File: src/rtl/instruction_fetch_if.sv
// Fetch-stage bundle: memory read bus toward the instruction memory plus the
// issued-instruction outputs and redirect controls toward decode.
interface instruction_fetch_if;
   logic [31:0] address;
   logic        read;
   logic        waitrequest;
   logic [31:0] readdata;
   logic        stall;
   logic        redirect_valid;
   logic [31:0] redirect_target;
   logic        instr_valid;
   logic [31:0] instr;
   logic [31:0] instr_pc;
   logic [5:0]  opcode;
   logic [4:0]  rs;
   logic [4:0]  rt;
   logic [15:0] itype_immediate;
   logic        active;

   modport master (
      output address, read, instr_valid, instr, instr_pc, opcode, rs, rt,
             itype_immediate, active,
      input  waitrequest, readdata, stall, redirect_valid, redirect_target
   );

   modport slave (
      input  address, read, instr_valid, instr, instr_pc, opcode, rs, rt,
             itype_immediate, active,
      output waitrequest, readdata, stall, redirect_valid, redirect_target
   );
endinterface

File: src/rtl/instruction_fetch.sv
// MIPS fetch stage: owns the PC, one outstanding read, instr_valid the cycle after the transfer.
// Holds the instruction while stall=1; redirects take effect after the delay slot; target 0 halts.
module instruction_fetch #(
   parameter logic [31:0] RESET_VECTOR = 32'hBFC00000,
   parameter logic [31:0] HALT_ADDRESS = 32'h00000000
) (
   input  logic                clk,
   input  logic                reset,
   instruction_fetch_if.master bus
);
   typedef enum logic [1:0] {FETCH, HOLD, HALTED} state_t;

   state_t      state;
   state_t      state_nxt;
   logic [31:0] pc;
   logic [31:0] instr_q;
   logic [31:0] instr_pc_q;
   logic [31:0] pending_target;
   logic        pending_redirect;
   logic        instr_valid_q;
   logic        read_c;
   logic        active_c;
   logic        xfer_done;
   logic        consume;

   always_ff @(posedge clk) begin
      if (reset) state <= FETCH;
      else       state <= state_nxt;
   end

   always_comb begin
      state_nxt = state;
      read_c    = 1'b0;
      active_c  = 1'b1;
      xfer_done = 1'b0;
      consume   = 1'b0;
      case (state)
         FETCH: begin
            // read is masked in the reset cycle so an in-flight read is dropped
            read_c    = ~reset;
            xfer_done = ~bus.waitrequest;
            if (xfer_done) state_nxt = HOLD;
         end
         HOLD: begin
            consume = instr_valid_q & ~bus.stall;
            if (consume) begin
               if (pending_redirect && (pending_target == HALT_ADDRESS)) state_nxt = HALTED;
               else                                                      state_nxt = FETCH;
            end
         end
         HALTED: active_c = reset;
         default: state_nxt = FETCH;
      endcase
   end

   always_ff @(posedge clk) begin
      if (reset) begin
         pc               <= RESET_VECTOR;
         instr_q          <= 32'd0;
         instr_pc_q       <= 32'd0;
         instr_valid_q    <= 1'b0;
         pending_redirect <= 1'b0;
         pending_target   <= 32'd0;
      end else begin
         if (xfer_done) begin
            instr_q       <= bus.readdata;
            instr_pc_q    <= pc;
            instr_valid_q <= 1'b1;
         end
         if (consume) begin
            instr_valid_q <= 1'b0;
            if (pending_redirect) begin
               // this instruction was the delay slot; a branch inside it is ignored
               pc               <= pending_target;
               pending_redirect <= 1'b0;
            end else begin
               pc <= pc + 32'd4;
               if (bus.redirect_valid) begin
                  pending_redirect <= 1'b1;
                  pending_target   <= bus.redirect_target;
               end
            end
         end
      end
   end

   assign bus.address         = pc;
   assign bus.read            = read_c;
   assign bus.active          = active_c;
   assign bus.instr_valid     = instr_valid_q;
   assign bus.instr           = instr_q;
   assign bus.instr_pc        = instr_pc_q;
   assign bus.opcode          = instr_q[31:26];
   assign bus.rs              = instr_q[25:21];
   assign bus.rt              = instr_q[20:16];
   assign bus.itype_immediate = instr_q[15:0];
endmodule

File: src/flat_wrapper.sv
// flat-port wrapper written by rule: the top's interface ports become plain ports
module instruction_fetch_flat 
#(
   parameter logic [31:0] RESET_VECTOR = 32'hBFC00000,
   parameter logic [31:0] HALT_ADDRESS = 32'h00000000
)
  (clk, reset, bus_address, bus_read, bus_instr_valid, bus_instr, bus_instr_pc, bus_opcode, bus_rs, bus_rt, bus_itype_immediate, bus_active, bus_waitrequest, bus_readdata, bus_stall, bus_redirect_valid, bus_redirect_target);
  instruction_fetch_if bus_i ();
  input  logic clk;
  input  logic reset;
  output wire logic [$bits(bus_i.address)-1:0] bus_address;
  output wire logic [$bits(bus_i.read)-1:0] bus_read;
  output wire logic [$bits(bus_i.instr_valid)-1:0] bus_instr_valid;
  output wire logic [$bits(bus_i.instr)-1:0] bus_instr;
  output wire logic [$bits(bus_i.instr_pc)-1:0] bus_instr_pc;
  output wire logic [$bits(bus_i.opcode)-1:0] bus_opcode;
  output wire logic [$bits(bus_i.rs)-1:0] bus_rs;
  output wire logic [$bits(bus_i.rt)-1:0] bus_rt;
  output wire logic [$bits(bus_i.itype_immediate)-1:0] bus_itype_immediate;
  output wire logic [$bits(bus_i.active)-1:0] bus_active;
  input wire logic [$bits(bus_i.waitrequest)-1:0] bus_waitrequest;
  input wire logic [$bits(bus_i.readdata)-1:0] bus_readdata;
  input wire logic [$bits(bus_i.stall)-1:0] bus_stall;
  input wire logic [$bits(bus_i.redirect_valid)-1:0] bus_redirect_valid;
  input wire logic [$bits(bus_i.redirect_target)-1:0] bus_redirect_target;
  assign bus_address = bus_i.address;
  assign bus_read = bus_i.read;
  assign bus_instr_valid = bus_i.instr_valid;
  assign bus_instr = bus_i.instr;
  assign bus_instr_pc = bus_i.instr_pc;
  assign bus_opcode = bus_i.opcode;
  assign bus_rs = bus_i.rs;
  assign bus_rt = bus_i.rt;
  assign bus_itype_immediate = bus_i.itype_immediate;
  assign bus_active = bus_i.active;
  assign bus_i.waitrequest = bus_waitrequest;
  assign bus_i.readdata = bus_readdata;
  assign bus_i.stall = bus_stall;
  assign bus_i.redirect_valid = bus_redirect_valid;
  assign bus_i.redirect_target = bus_redirect_target;
  instruction_fetch #(.RESET_VECTOR(RESET_VECTOR), .HALT_ADDRESS(HALT_ADDRESS)) u_core (.clk(clk), .reset(reset), .bus(bus_i));
endmodule
File: config.mk
export PLATFORM = sky130hd
export DESIGN_NAME = instruction_fetch_flat
export DESIGN_NICKNAME = d
export VERILOG_FILES = /design/src/rtl/instruction_fetch_if.sv /design/src/rtl/instruction_fetch.sv /design/src/flat_wrapper.sv
export SDC_FILE = /design/constraint.sdc
export NUM_CORES = 1
export LEC_CHECK = 0
export CAP_MARGIN = 10
export CORE_UTILIZATION = 37
export DETAILED_ROUTE_END_ITERATION = 8
export HOLD_SLACK_MARGIN = 0.12
export PLACE_DENSITY = 0.73
export RECOVER_POWER = 25
export SYNTH_ARGS = -nofsm -noshare
export SYNTH_HDL_FRONTEND = slang
export SYNTH_SLANG_ARGS = --single-unit
export TNS_END_PERCENT = 50
File: constraint.sdc
create_clock -name clk -period 2.15 [get_ports clk]
set_clock_uncertainty 0.2 [all_clocks]
set_input_delay 0.3225 -clock clk [delete_from_list [all_inputs] [get_ports clk]]
set_output_delay 0.3225 -clock clk [all_outputs]
set_load 0.01 [all_outputs]
==> flow_summary.yaml, run 1 <==
# flow metrics
synth:
  syn-num-nets: 821
  mux_share_pct: 2.12
  ys_chip_area_um2: 5780
  netlist_logic_family_top: "simple AND/OR/NAND/NOR gates"
  ys_seq_share_pct: 45.7
  ff_type: "dfxtp_1"
  syn_area_um2: 5780
  simple_gate_area_share_pct: 26.0
  adder_share_pct: 0.216
  syn_inst: 751
  ys_cells: 751
  numSynthFlops: 132
  yosys.area_share.aoi_pct: 17.4
  edf_count: 0
  ys.warnings.count: 0
  post_synth.cell_area_avg_um2: 7.70
  topCellsByArea: "dfxtp_1, nand2_1, a21oi_1, buf_4, clkbuf_1"
  top_area_cell: "dfxtp_1"
  xor_share_pct: 0.151
  top_cell_area_share_pct: 45.7
  async_flop_share_pct: 0
  synth_cell_type_count: 50
global_route:
  grtUsageMet1_pct: 28.4
  grt_max_degree: 57
  busiest_layer: "met2"
  track_usage_pct: 22.3
  antenna_found_initial: 0
  grt_pass1_wl_um: 28200
  grt_remaining_overflow: 0
  grt_pass1_vias: 5404
  grt_use_met2_pct: 35.7
  use_met3_pct: 6.62
cts:
  cts_buffer_depth: 2
  clk_pin_slew_ns: 0.06
  cts-buffers-inserted: 17
  hold_buffers: 2
  cts.sinks: 132
  clk_latency_ns: 0.42
  cts_tree: "done"
  ctsHtreeMaxLevel: 4
  cts_resized: 1
  root_buffer: "clkbuf_16"
  cts_setup_buffers: 0
final_timing:
  setup_slack_ns: 0.0434
  min_period_ns: 2.11
  min_period_over_period_pct: 98.0
  whs_ns: 0.247
  final.setup.tns_ns: 0
  hold_violations: 0
  slew_violations: 0
  worst_slew_pin_slew_ns: 0.592
  slew_headroom_pct: 60.5
  fmax_mhz: 475
  rsz0062_at_grt: "no"
  setup_viol: 0
detailed_routing:
  first_pass_iters: 6
  vias_per_cell: 5.20
  route.detailed.drc: 0
  wirelength_um: 18000
  wl_per_cell_um: 15.7
  vias: 5959
  ant_nets: 0
  drtIter0Drc: 491
power:
  p_int_mw: 4.94
  ir_drop_uv: 584
  p_total_mw: 6.48
  clock_power_share_pct: 45.7
  p_per_area_nw_per_um2: 743
  p_sw_mw: 1.54
  power_frac_comb_pct: 13.6
  pwr-share-seq_pct: 40.7
  p_leak_nw: 3.20
  netSwitchingFraction_pct: 23.8
setup_path:
  crit_buf_inv: 1
  cp_data_required_time_ns: 1.63
  critPathLaunch: "u_core.bus.address[26]"
  cp_max_fo: 9
  r2r_start: "u_core.bus.address[2]"
  arrival_ns: 1.58
  path_cells: "clkdlybuf4s50_1"
  cpPeakStageDelay_ns: 0.61
  end_kind: "primary output"
  path_delay_family: "buffers and inverters"
  crit_type: "reg2out"
  critPathLaunchType: "flip-flop"
  slowest_stage: "clkdlybuf4s50_1"
layout:
  final_common_cell: "nand2_1"
  drive_gt1_share_pct: 11.9
  area_growth_pct: 50.8
  fin_nets: 1015
  antennaDiodeCount: 0
  lay_top_cells: "nand2_1, clkdlybuf4s50_1, dfxtp_1, a21oi_1, buf_4"
  finalNonFillerCells: 1146
worst_hold_path:
  hold_start: "bus_redirect_target[20]"
  hold_path.class: "in2reg"
run_status:
  outcome: "finished, final reports clean"
placed_design:
  dpl.hpwl_um: 12800
  dp.cells: 1109
  dpl-instance-area_um2: 8070
  dp_slack_ns: -0.0834
  gp_congestion: 0.933
floorplanning:
  die_area_um2: 16100
  initial_core_util_pct: 38.0
  die-width_um: 127
  die_y_um: 127
run:
  cap_viol_max_count: 0
  warnings: 26
## run 1: final cells by class
type | instances | area, um^2
fillers | 1358 | 6480
multi-input cells | 524 | 2670
flip-flops and latches | 132 | 2650
repair buffers | 265 | 2540
clock buffers | 23 | 478
well taps | 188 | 235
clock inverters | 9 | 126
inverters | 5 | 18.8
## run 1: Yosys cell counts (2+ instances only)
master     number
nand4_1        10
o21a_1          2
nor4_1         12
a21oi_1       113
dfxtp_1       132
and3_1          6
nor4_4          2
a31oi_1         7
a22o_1          2
o22a_1          2
nand3b_1        2
a2111oi_0       2
o22ai_1         7
or4_1           3
o21ai_0         8
buf_4          32
or2_2           3
mux2_2          2
nor3_1         12
buf_2           8
nand3_1        22
mux2i_1        10
a211oi_1        7
inv_1           5
a221oi_1        4
a22oi_1         9
clkbuf_1       48
or3_1           6
nor2_1         36
nand2_1       215
buf_1           2
a311oi_1        2
## run 1: worst paths after layout
path,slack [ns],depth (start not counted),to
setup / recovery,0.04,1,bus_address[26]
hold / removal,0.25,3,u_core.pending_target[20]
setup reg to reg,0.09,6,u_core.bus.address[28]
hold reg to reg,0.25,2,u_core.bus.instr_pc[20]
## run 1: per-layer routing
layer	vias up	wire, um
met2	270	8450
met1	2715	7850
met3	31	1320
met5	-	0
li1	2943	-
met4	0	333
## run 1: sequential cells by signal, indices dropped and copies added, names as in the netlist
signal and cells:
u_core.bus.address 32, u_core.bus.instr 32, u_core.bus.instr_pc 32, u_core.pending_target 32, u_core.state 2, u_core.bus.instr_valid 1, u_core.pending_redirect 1
## run 1: power groups by stage
stage	sequential [mW]	combinational, mW	clock [mW]
2_1_floorplan	2.72	0.365	0
3_3_place_gp	2.69	0.879	0
3_5_place_dp	2.69	0.887	0
4_1_cts	2.64	0.893	3.00
5_1_grt	2.65	0.960	3.14
6_report	2.64	0.884	2.96
Run 1, cells coloured by class:
Drawn at 3 px/um.
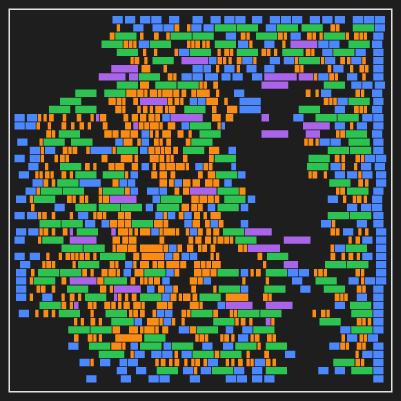
colour	class	cells	share of their area
orange	all other logic	529	32%
green	flip-flops	132	31%
blue	other buffers and delay cells	265	30%
purple	clock drivers and dummy loads	32	7.1%
Seq area share: 30.4%
Core Region: 15200 um^2
final core utilization: 57.4%
design area: 8720 um^2
row cnt: 45

Run 1, I/O nets highlighted:
Drawn at 2 px/um.
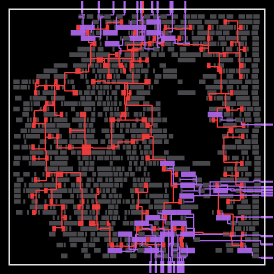
colour	port	direction	end cells	wire
purple	bus_instr_pc	output	32	839 um
red	reset	input	137	1300 um
Port Buf Inserts: 199
IO Count: 200

Run 1, placed standard cells:
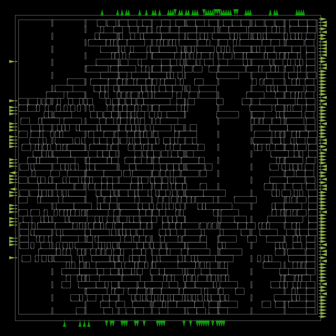
seq_cells: 132
Fillers: 1358

Run 1, local utilization:
Drawn at 3 px/um. The die is cut into 13 by 13 equal tiles; dark blue is low, red is high, 0 to 100% covered.
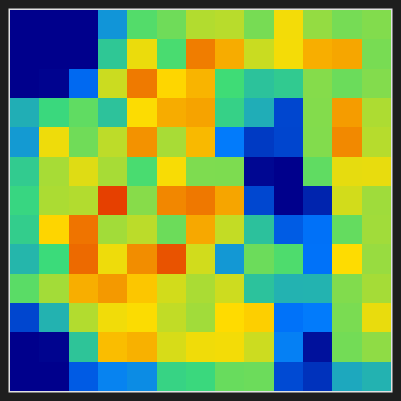

==> run 1 -> run 2 <==
--- a/config.mk
+++ b/config.mk
@@ -9,2 +9,3 @@
 export CORE_UTILIZATION = 37
+export CTS_CLUSTER_DIAMETER = 50
 export DETAILED_ROUTE_END_ITERATION = 8
==> constraint.sdc (replaced) <==
create_clock -name clk -period 2.15 [get_ports clk]
set_clock_uncertainty 0.2 [all_clocks]
set_input_delay 0.43 -clock clk [delete_from_list [all_inputs] [get_ports clk]]
set_output_delay 0.43 -clock clk [all_outputs]
set_load 0.01 [all_outputs]
Run 2, local utilization:
Drawn at 3 px/um. The die is cut into 13 by 13 equal tiles; dark blue is low, red is high, 0 to 100% covered.
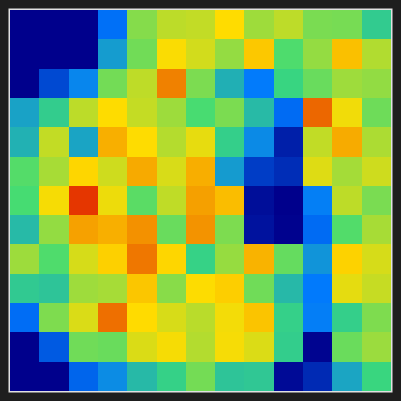
tiles over 75% full	16%
nearly empty tiles	7.7%
mean over tiles	53%
fullest tile	94%
emptiest ninth of the die	top left
final core utilization: 57.3%
FP Core Util: 38.0%

==> run 2 against run 1 <==
  * Power is 0.70% lower
  * Maximum frequency down 0.23%
  * Critical path depth increased by 1
  * Highest routed layer unchanged
  * Sequential power about the same
  * Wire length decreased by 2.4%
  * Synthesized cell count unchanged
  * Sequential share of layout area up 0.13 points
  * First-iteration DRC count is 25% lower
  * Worst hold slack worse by 0.095 ns
==> flow_summary.yaml, run 2 <==
# flow metrics
global_route:
  grt_remaining_overflow: 0
  grt_pass1_wl_um: 28800
  grt_pass1_vias: 5596
  track_usage_pct: 22.6
  antenna_found_initial: 0
  grt_max_degree: 61
run_status:
  outcome: "finished, final reports clean"
worst_hold_path:
  hold_end: "u_core.state[1]"
  hold_depth: 4
  hold_path.class: "in2reg"
layout:
  antennaDiodeCount: 0
  final_area_um2: 8710
  area_growth_pct: 50.6
  final_common_cell: "nand2_1"
  fin_nets: 1013
  lay_top_cells: "nand2_1, clkdlybuf4s50_1, dfxtp_1, a21oi_1, buf_4"
  drive_gt1_share_pct: 12.2
cts:
  ctsHtreeMaxLevel: 4
  clk_pin_slew_ns: 0.06
  cts_tree: "done"
  clk_latency_ns: 0.42
detailed_routing:
  ant_nets: 0
  vias: 5919
  drtIter0Drc: 367
  vias_per_cell: 5.17
  route.detailed.drc: 0
  first_pass_iters: 5
floorplanning:
  die-width_um: 127
  die_y_um: 127
  die_area_um2: 16100
  fp.coreArea_um2: 15200
synth:
  top_cell_area_share_pct: 45.7
  top_cells_by_count: "nand2_1, dfxtp_1, a21oi_1"
  topCellsByArea: "dfxtp_1, nand2_1, a21oi_1, buf_4, clkbuf_1"
  syn_inst: 751
  post_synth.cell_area_avg_um2: 7.70
  top_area_cell: "dfxtp_1"
  syn_area_um2: 5780
  numSynthFlops: 132
  ys_chip_area_um2: 5780
  async_flop_share_pct: 0
  ff_type: "dfxtp_1"
  syn-num-nets: 821
  synth_top_cell_by_count: "nand2_1"
placed_design:
  dpl-instance-area_um2: 8090
  dpl.hpwl_um: 12800
  gp_congestion: 0.937
final_timing:
  min_period_ns: 2.11
  setup_viol: 0
  final.setup.tns_ns: 0
  whs_ns: 0.152
  hold_violations: 0
  slew_headroom_pct: 59.5
  rsz0062_at_grt: "yes"
power:
  p_per_area_nw_per_um2: 739
  comb-power_mw: 0.867
  p_sw_mw: 1.56
  powerSeq_mw: 2.64
  powerClk_mw: 2.93
  p_leak_nw: 3.30
  ir_drop_uv: 590
  clock_power_share_pct: 45.5
  netSwitchingFraction_pct: 24.2
setup_path:
  slowest_stage: "clkdlybuf4s50_1"
  cp_data_required_time_ns: 1.52
  arrival_ns: 1.48
  r2r_start: "u_core.bus.address[2]"
  reg2reg_depth: 7
  crit_type: "reg2out"
  rr_endpoint: "u_core.bus.address[30]"
  end_kind: "primary output"
  path_delay_family: "buffers and inverters"
  crit_buf_inv: 2
  cpPeakStageDelay_ns: 0.53
## run 2: cell counts after synthesis
No cell type changed its count.
## run 2: repair_timing
action / CTS / global route
endpoints found under the hold margin: 0 / 0
resized: 12 / 11
setup endpoints to repair: 12 / 13
gates cloned: 0 / 0
hold buffers: 0 / 0
## run 2: logic make-up (layout without fill, tap and decap cells)
family	Yosys count	in the layout	synth area share [%]
and+or+nand+nor	336	336	26.0
AOI/OAI and AO/OA	174	174	17.4
DFF	132	132	45.7
buffers and inverters	95	300	8.42
muxes	12	12	2.12
adders and majority gates	1	1	0.216
xor gates and xnor gates	1	1	0.151
## run 2: worst max-delay path by stage
stage	cells past startpoint	to	from	slack, ns
final	2	bus_address[5]	u_core.bus.address[5]	0.04
after global routing	7	u_core.bus.address[24]	u_core.bus.address[2]	-0.006
after CTS	2	bus_address[11]	u_core.bus.address[11]	0.002
after detailed placement	7	u_core.bus.address[10]	bus_stall	-0.25
after global placement	7	u_core.bus.address[10]	bus_stall	-0.22
after floorplan	6	u_core.bus.address[28]	u_core.bus.address[2]	0.03
## run 2: through the flow
stage	total power, mW	setup WS (ns)
global route	6.72	-0.00623
finish	6.44	0.0385
CTS	6.51	0.00240
global placement	3.56	-0.219
floorplan	3.09	0.0257
detailed placement	3.57	-0.254
## run 2: routing by layer
layer / wire length (um) / up-vias / track usage, %
li1: - / 2942 / -
met2: 8090 / 261 / 37.2
met1: 7630 / 2680 / 28.4
met4: 408 / 0 / 9.10
met3: 1400 / 36 / 5.70
met5: 0 / - / 0
## run 2: area by class of cell
type,instances,area [um^2]
clock buffer,20,447
clock inverter,12,156
fill,1399,6490
inverter,5,18.8
multi-input combinational,524,2660
sequential,132,2660
tap,188,235
timing repair buffer,263,2540
Run 2, placed standard cells:
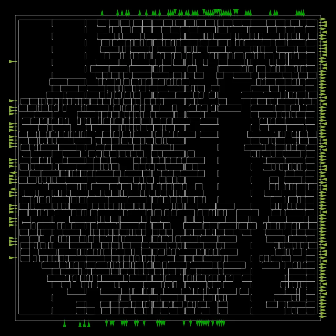

==> run 2 -> run 3 <==
- PLACE_DENSITY: 0.73 -> 0.71
- SKIP_LAST_GASP: default -> 1
- clock period: 2.15 -> 2.55 ns (I/O delays scaled with it)
Run 3, placed standard cells:
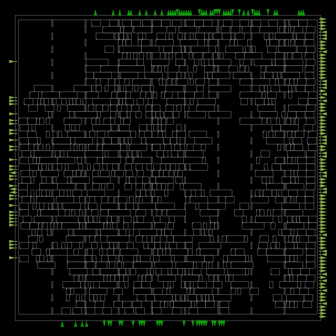
Seq area share: 31.5%
Fillers: 1490
tap cell count: 188

==> run 3 against run 2 <==
  * Critical path depth grew 1
  * Synthesized cell count is the same
  * Sequential cell count is the same
  * Area after synthesis is the same
  * Non-clock buffer count shrank 30
  * Die area is the same
  * Critical endpoint is now bus_active
  * Largest cell class is now multi-input combinational cells
==> flow_summary.yaml, run 3 <==
# flow metrics
final_timing:
  final.setup.tns_ns: 0
  slew_headroom_pct: 13.4
  min_period_over_period_pct: 92.4
  worst_slew_pin_slew_ns: 1.30
  fmax_mhz: 424
  hold_violations: 0
  min_period_ns: 2.36
  whs_ns: 0.252
  slew_violations: 0
  rsz0062_at_grt: "no"
  setup_slack_ns: 0.193
  setup_viol: 0
synth:
  edf_count: 0
  ys_cells: 751
  xor_share_pct: 0.151
  topCellsByArea: "dfxtp_1, nand2_1, a21oi_1, buf_4, clkbuf_1"
  synth_top_cell_by_count: "nand2_1"
  mux_share_pct: 2.12
  numSynthFlops: 132
  post_synth.cell_area_avg_um2: 7.70
  syn-num-nets: 821
  simple_gate_area_share_pct: 26.0
  ys_chip_area_um2: 5780
  synth_cell_type_count: 50
  top_area_cell: "dfxtp_1"
  netlist_logic_family_top: "simple AND/OR/NAND/NOR gates"
  top_cells_by_count: "nand2_1, dfxtp_1, a21oi_1"
  ff_type: "dfxtp_1"
  ys.warnings.count: 0
  async_flop_share_pct: 0
  syn_area_um2: 5780
  yosys.area_share.aoi_pct: 17.4
  syn_inst: 751
  ys_seq_share_pct: 45.7
  top_cell_area_share_pct: 45.7
detailed_routing:
  top_layer_used: "met4"
  wl_per_cell_um: 15.3
  met1Wirelength_um: 7720
  route.met2.wl_um: 7720
  wl_met3_um: 1210
  route.detailed.drc: 0
  vias_per_cell: 5.20
  drtIter0Drc: 361
  first_pass_iters: 5
  ant_nets: 0
  vias: 5788
  wirelength_um: 17100
power:
  pwr-share-seq_pct: 43.0
  p_leak_nw: 3.01
  clock_power_share_pct: 43.7
  p_sw_mw: 1.30
  power_frac_comb_pct: 13.3
  ir_drop_uv: 454
  p_int_mw: 3.92
  p_total_mw: 5.22
  p_per_area_nw_per_um2: 622
  netSwitchingFraction_pct: 24.9
global_route:
  track_usage_pct: 21.1
  grt_remaining_overflow: 0
  grt_pass1_wl_um: 26800
  grt_max_degree: 63
  grt_pass1_vias: 5128
  antenna_found_initial: 0
floorplanning:
  num_rows: 45
  pin_count: 200
  fp.coreArea_um2: 15200
  die-width_um: 127
  die_y_um: 127
  initial_core_util_pct: 38.0
  die_area_um2: 16100
cts:
  cts.sinks: 132
  cts-buffers-inserted: 17
  cts_tree: "done"
  cts_resized: 0
  root_buffer: "clkbuf_16"
  cts_buffer_depth: 2
  cts_setup_buffers: 0
  ctsHtreeMaxLevel: 4
  clk_latency_ns: 0.41
  clk_pin_slew_ns: 0.06
  hold_buffers: 0
layout:
  final_area_um2: 8390
  fin_util_pct: 55.2
  area_growth_pct: 45.1
  logic_area_um2: 2660
  final_common_cell: "nand2_1"
  drive_gt1_share_pct: 8.64
  regArea_um2: 2640
  lay_top_cells: "nand2_1, clkdlybuf4s50_1, dfxtp_1, a21oi_1, nor2_1"
  antennaDiodeCount: 0
  fin_nets: 983
setup_path:
  rr_endpoint: "u_core.bus.address[20]"
  end_kind: "primary output"
  critPathLaunchType: "flip-flop"
  arrival_ns: 1.65
  r2r_start: "u_core.bus.address[4]"
  cp_data_required_time_ns: 1.84
  reg2reg_depth: 5
  crit_type: "reg2out"
  cp_max_fo: 9
  rrSetupSlack_ns: 0.36
placed_design:
  dp.cells: 1082
  dp_slack_ns: 0.107
  gp_congestion: 0.884
  io_buffers: 199
  dpl.hpwl_um: 12400
worst_hold_path:
  hold_depth: 2
  hold_start: "u_core.bus.instr_pc[10]"
  hold_path.class: "reg2reg"
run:
  cap_viol_max_count: 0
  warnings: 26
run_status:
  outcome: "finished, final reports clean"
==> run 3: final cells by class <==
cell class              instances  area share [%]
multi-input cells             524            31.7
flip-flops and latches        132            31.5
repair buffers                233            27.1
clock buffers                  20            5.44
well taps                     188            2.80
clock inverters                12            1.28
inverters                       5           0.224
==> run 3: how the worst max path moves through the flow <==
stage | end | start | depth (start not counted)
2_1_floorplan | u_core.bus.address[28] | u_core.bus.address[2] | 6
3_3_place_gp | u_core.bus.address[7] | bus_stall | 8
3_5_place_dp | u_core.bus.address[19] | bus_stall | 6
4_1_cts | bus_active | u_core.state[0] | 3
5_1_grt | u_core.bus.instr_pc[31] | bus_waitrequest | 5
6_report | bus_active | u_core.state[0] | 3
==> run 3: kinds of logic (layout without fill, tap and decap cells) <==
kind of cell             Yosys count  in the layout
AND-OR/OR-AND                    174            174
buffers and inverters             95            270
multiplexers                      12             12
XOR/XNOR                           1              1
AND/OR/NAND/NOR                  336            336
flip-flops                       132            132
adder cells (fa/ha/maj)            1              1
==> run 3: power by group through the flow <==
| stage | clock, mW | sequential (mW) | combinational (mW) |
|---|---|---|---|
| after floorplan | 0 | 2.30 | 0.308 |
| after global placement | 0 | 2.29 | 0.691 |
| after detailed placement | 0 | 2.29 | 0.697 |
| after CTS | 2.33 | 2.25 | 0.701 |
| after global routing | 2.42 | 2.26 | 0.753 |
| final | 2.28 | 2.25 | 0.693 |
==> run 3: worst max-delay path, stage by stage, from the launching register on <==
cell	delay [ns]
dfxtp_1	0.48
nor2_1	0.08
nand2_1	0.11
clkdlybuf4s50_1	0.56
==> run 3: metal layers <==
layer / up-vias / GRT usage, %
met1: 2628 / 27.5
met2: 249 / 33.1
met3: 29 / 5.19
met5: - / 0
li1: 2882 / -
met4: 0 / 9.45
Power is estimated from default activity; no workload was simulated.
